File: src/rtl/adc_capture_pkg.sv
// Shared types and defaults for the ADC capture write-side controller.
package adc_capture_pkg;

  typedef enum logic [1:0] {
    IDLE    = 2'd0,
    ARMED   = 2'd1,
    CAPTURE = 2'd2,
    DONE    = 2'd3
  } state_t;

  localparam int DECIM_BITS_DEF = 8;

endpackage

File: src/rtl/trig_edge_detect.sv
// Trigger history register and rising-edge pulse. The history tracks the trigger
// continuously, so a trigger that is already high when the block is armed does not fire.
module trig_edge_detect (
  input  logic i_clk,
  input  logic i_rst,
  input  logic i_trig,
  output logic o_rise
);

  logic r_trig_d;

  always_ff @(posedge i_clk or posedge i_rst) begin
    if (i_rst) r_trig_d <= 1'b0;
    else       r_trig_d <= i_trig;
  end

  assign o_rise = i_trig & ~r_trig_d;

endmodule

File: src/rtl/adc_capture_ctrl.sv
// Write-side capture controller: arm, wait for a trigger edge, decimate the sample
// stream and write capture_len+1 samples to BRAM addresses starting at 0.
import adc_capture_pkg::*;

module adc_capture_ctrl #(
  parameter int RAM_WIDTH     = 8,
  parameter int RAM_ADDR_BITS = 16,
  parameter int DECIM_BITS    = DECIM_BITS_DEF
) (
  input  logic                     clk,
  input  logic                     rst,
  input  logic [RAM_WIDTH-1:0]     adc_data,
  input  logic                     adc_valid,
  input  logic                     arm,
  input  logic                     abort,
  input  logic                     trigger,
  input  logic [RAM_ADDR_BITS-1:0] capture_len,
  input  logic [DECIM_BITS-1:0]    decim,
  output logic                     write_enable,
  output logic [RAM_ADDR_BITS-1:0] write_address,
  output logic [RAM_WIDTH-1:0]     write_data,
  output logic                     busy,
  output logic                     capture_done,
  output logic [RAM_ADDR_BITS-1:0] last_address
);

  state_t r_state, w_state_nxt;

  logic [RAM_ADDR_BITS-1:0] r_len, r_addr, r_wa, r_last;
  logic [DECIM_BITS-1:0]    r_decim, r_decim_cnt;
  logic [RAM_WIDTH-1:0]     r_wd;
  logic                     r_we, r_busy, r_done;
  logic                     w_rise, w_arm, w_fire, w_take, w_store, w_last;

  trig_edge_detect u_trig (
    .i_clk  (clk),
    .i_rst  (rst),
    .i_trig (trigger),
    .o_rise (w_rise)
  );

  // abort overrides arm, trigger and sample acceptance in the same cycle
  assign w_arm   = arm & ~abort & ((r_state == IDLE) | (r_state == DONE));
  assign w_fire  = (r_state == ARMED) & w_rise & ~abort;
  assign w_take  = (r_state == CAPTURE) & adc_valid & ~abort;
  assign w_store = w_take & (r_decim_cnt == '0);
  assign w_last  = w_store & (r_addr == r_len);

  always_comb begin
    w_state_nxt = r_state;
    if (abort) begin
      w_state_nxt = IDLE;
    end else begin
      case (r_state)
        IDLE:    if (arm) w_state_nxt = ARMED;
        ARMED:   if (w_rise) w_state_nxt = CAPTURE;
        CAPTURE: if (w_last) w_state_nxt = DONE;
        DONE:    if (arm) w_state_nxt = ARMED;
        default: w_state_nxt = IDLE;
      endcase
    end
  end

  always_ff @(posedge clk or posedge rst) begin
    if (rst) begin
      r_state     <= IDLE;
      r_len       <= '0;
      r_decim     <= '0;
      r_decim_cnt <= '0;
      r_addr      <= '0;
      r_wa        <= '0;
      r_wd        <= '0;
      r_we        <= 1'b0;
      r_busy      <= 1'b0;
      r_done      <= 1'b0;
      r_last      <= '0;
    end else begin
      r_state <= w_state_nxt;
      r_busy  <= (w_state_nxt == ARMED) | (w_state_nxt == CAPTURE);
      r_done  <= (w_state_nxt == DONE);
      r_we    <= w_store;
      if (w_arm) begin
        r_len   <= capture_len;
        r_decim <= decim;
        r_addr  <= '0;
      end
      if (w_fire) r_decim_cnt <= '0;
      if (w_take) r_decim_cnt <= (r_decim_cnt == r_decim) ? '0 : r_decim_cnt + 1'b1;
      // counter may roll over on a full-depth final store; DONE is reached first
      if (w_store) begin
        r_wa   <= r_addr;
        r_wd   <= adc_data;
        r_addr <= r_addr + 1'b1;
        if (w_last) r_last <= r_addr;
      end
    end
  end

  assign write_enable  = r_we;
  assign write_address = r_wa;
  assign write_data    = r_wd;
  assign busy          = r_busy;
  assign capture_done  = r_done;
  assign last_address  = r_last;

endmodule

File: config.mk
export PLATFORM = sky130hd
export DESIGN_NAME = adc_capture_ctrl
export DESIGN_NICKNAME = d
export VERILOG_FILES = /design/src/rtl/adc_capture_pkg.sv /design/src/rtl/trig_edge_detect.sv /design/src/rtl/adc_capture_ctrl.sv
export SDC_FILE = /design/constraint.sdc
export NUM_CORES = 1
export LEC_CHECK = 0
export CAP_MARGIN = 20
export CORE_MARGIN = 8
export CORE_UTILIZATION = 56
export CTS_CLUSTER_DIAMETER = 100
export DETAILED_ROUTE_END_ITERATION = 6
export PLACE_DENSITY = 0.85
export RECOVER_POWER = 100
export SLEW_MARGIN = 20
export SYNTH_ARGS = -nofsm -noshare
export SYNTH_HDL_FRONTEND = slang
export SYNTH_SLANG_ARGS = --single-unit
export TNS_END_PERCENT = 100
File: constraint.sdc
create_clock -name clk -period 6.41 [get_ports clk]
set_input_delay 0.641 -clock clk [delete_from_list [all_inputs] [get_ports clk]]
set_output_delay 0.641 -clock clk [all_outputs]
set_load 0.01 [all_outputs]
==> results.cfg <==
; flow metrics
[status]
outcome = finished with violations
violations = max-capacitance violations, max-slew violations

[layout]
seqCellArea_mm2 = 0.002352
mostFrequentLayoutCell = dfrtp_1
logic_area_mm2 = 0.001768
nets = 514
drive_above_1_share_pct = 12.45
num_antenna_cells = 0
fin_area_mm2 = 0.005286
nNonClkBuffers = 84
inv_count = 6
dominant_cells = flip-flops and latches

[yosys]
common_cells = dfrtp_1, nand2_1, mux2_2, xor2_1, clkbuf_1
synth_adder_area_share_pct = 2.062
top_area_share_pct = 55.38
yosysWarnings = 0
ys_sh_simple_pct = 15.73
top_area_cell = dfrtp_1
yosys_area_mm2 = 0.004248
ys_types = 38
ys_top_cells_by_area = dfrtp_1, mux2_2, nand2_1
yosysCellCount = 399
enable_flop_cells = 0
synthFlopType = dfrtp_1
avgSynthCellArea_um2 = 10.65
synth_top_cell_by_count = dfrtp_1
ys_seq_share_pct = 55.38
mux_area_share_pct = 10.87

[route]
drtPass1Iterations = 5
drt_iter0_markers = 231
drc = 0
wire_per_inst_um = 16.83
vias_per_cell = 5.595
ant_nets = 0
vias = 3206
wl_mm = 9.644

[power]
p_total_uw = 1550
p_sw_share_pct = 29.86
ir_drop_uv = 233.7
power_density_mw_per_mm2 = 293.3

[sta]
maxSlewViolCount = 77
min_period_ps = 3808
setup_ws_ps = 2602
clock.fmax_mhz = 262.6

[clocking]
clock-sinks = 94
cts_tree = built
clockBufferDepth = 2
cts_made_buffers = 9

[grt]
grt_max_degree = 61
grt_util_all_layers_pct = 19.49
grt_util_met1_pct = 23.50

[worst_setup_path]
cp_slowest_cell = clkbuf_1
reg2reg_depth = 7
worst-path-buf-inv = 2
r2r_end = last_address[2]

[place]
place_ws_ps = 3227
port_buffers = 80

[min_path]
hold_path_end = write_data[3]
min_from = write_data[3]

[floorplan]
initial_core_util_pct = 58.25
die_h_um = 103.1

[run]
cap_violations = 2
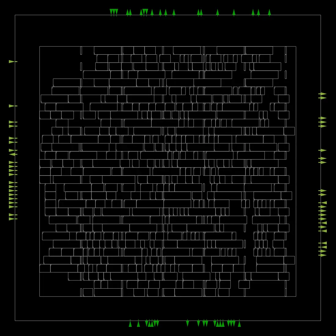
*Placed standard cells*
Core ar.: 0.007292 mm^2
Fillers: 544

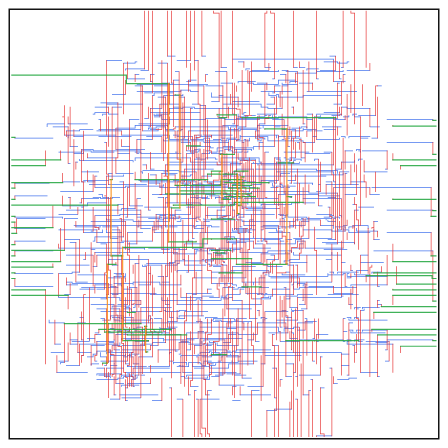
*Signal wires by layer*
met3 -> green  # wire length 731 um
met1 -> blue  # wire length 3930 um
met4 -> orange  # wire length 196 um
met2 -> red  # wire length 4780 um

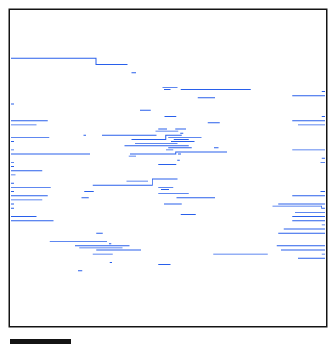
*The metal 3 layer*
The bar under the picture is 20 um long.
nets with wire on the layer = 71
wire length on this layer = 731 um

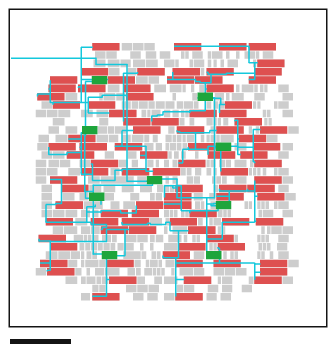
*Clock network drawn from the DEF*
The bar under the picture is 20 um long.
flip-flops -> red  # count 94
clock wires -> cyan  # length 1040 um
cells driving clock nets -> green  # count 9
routed clock nets = 10

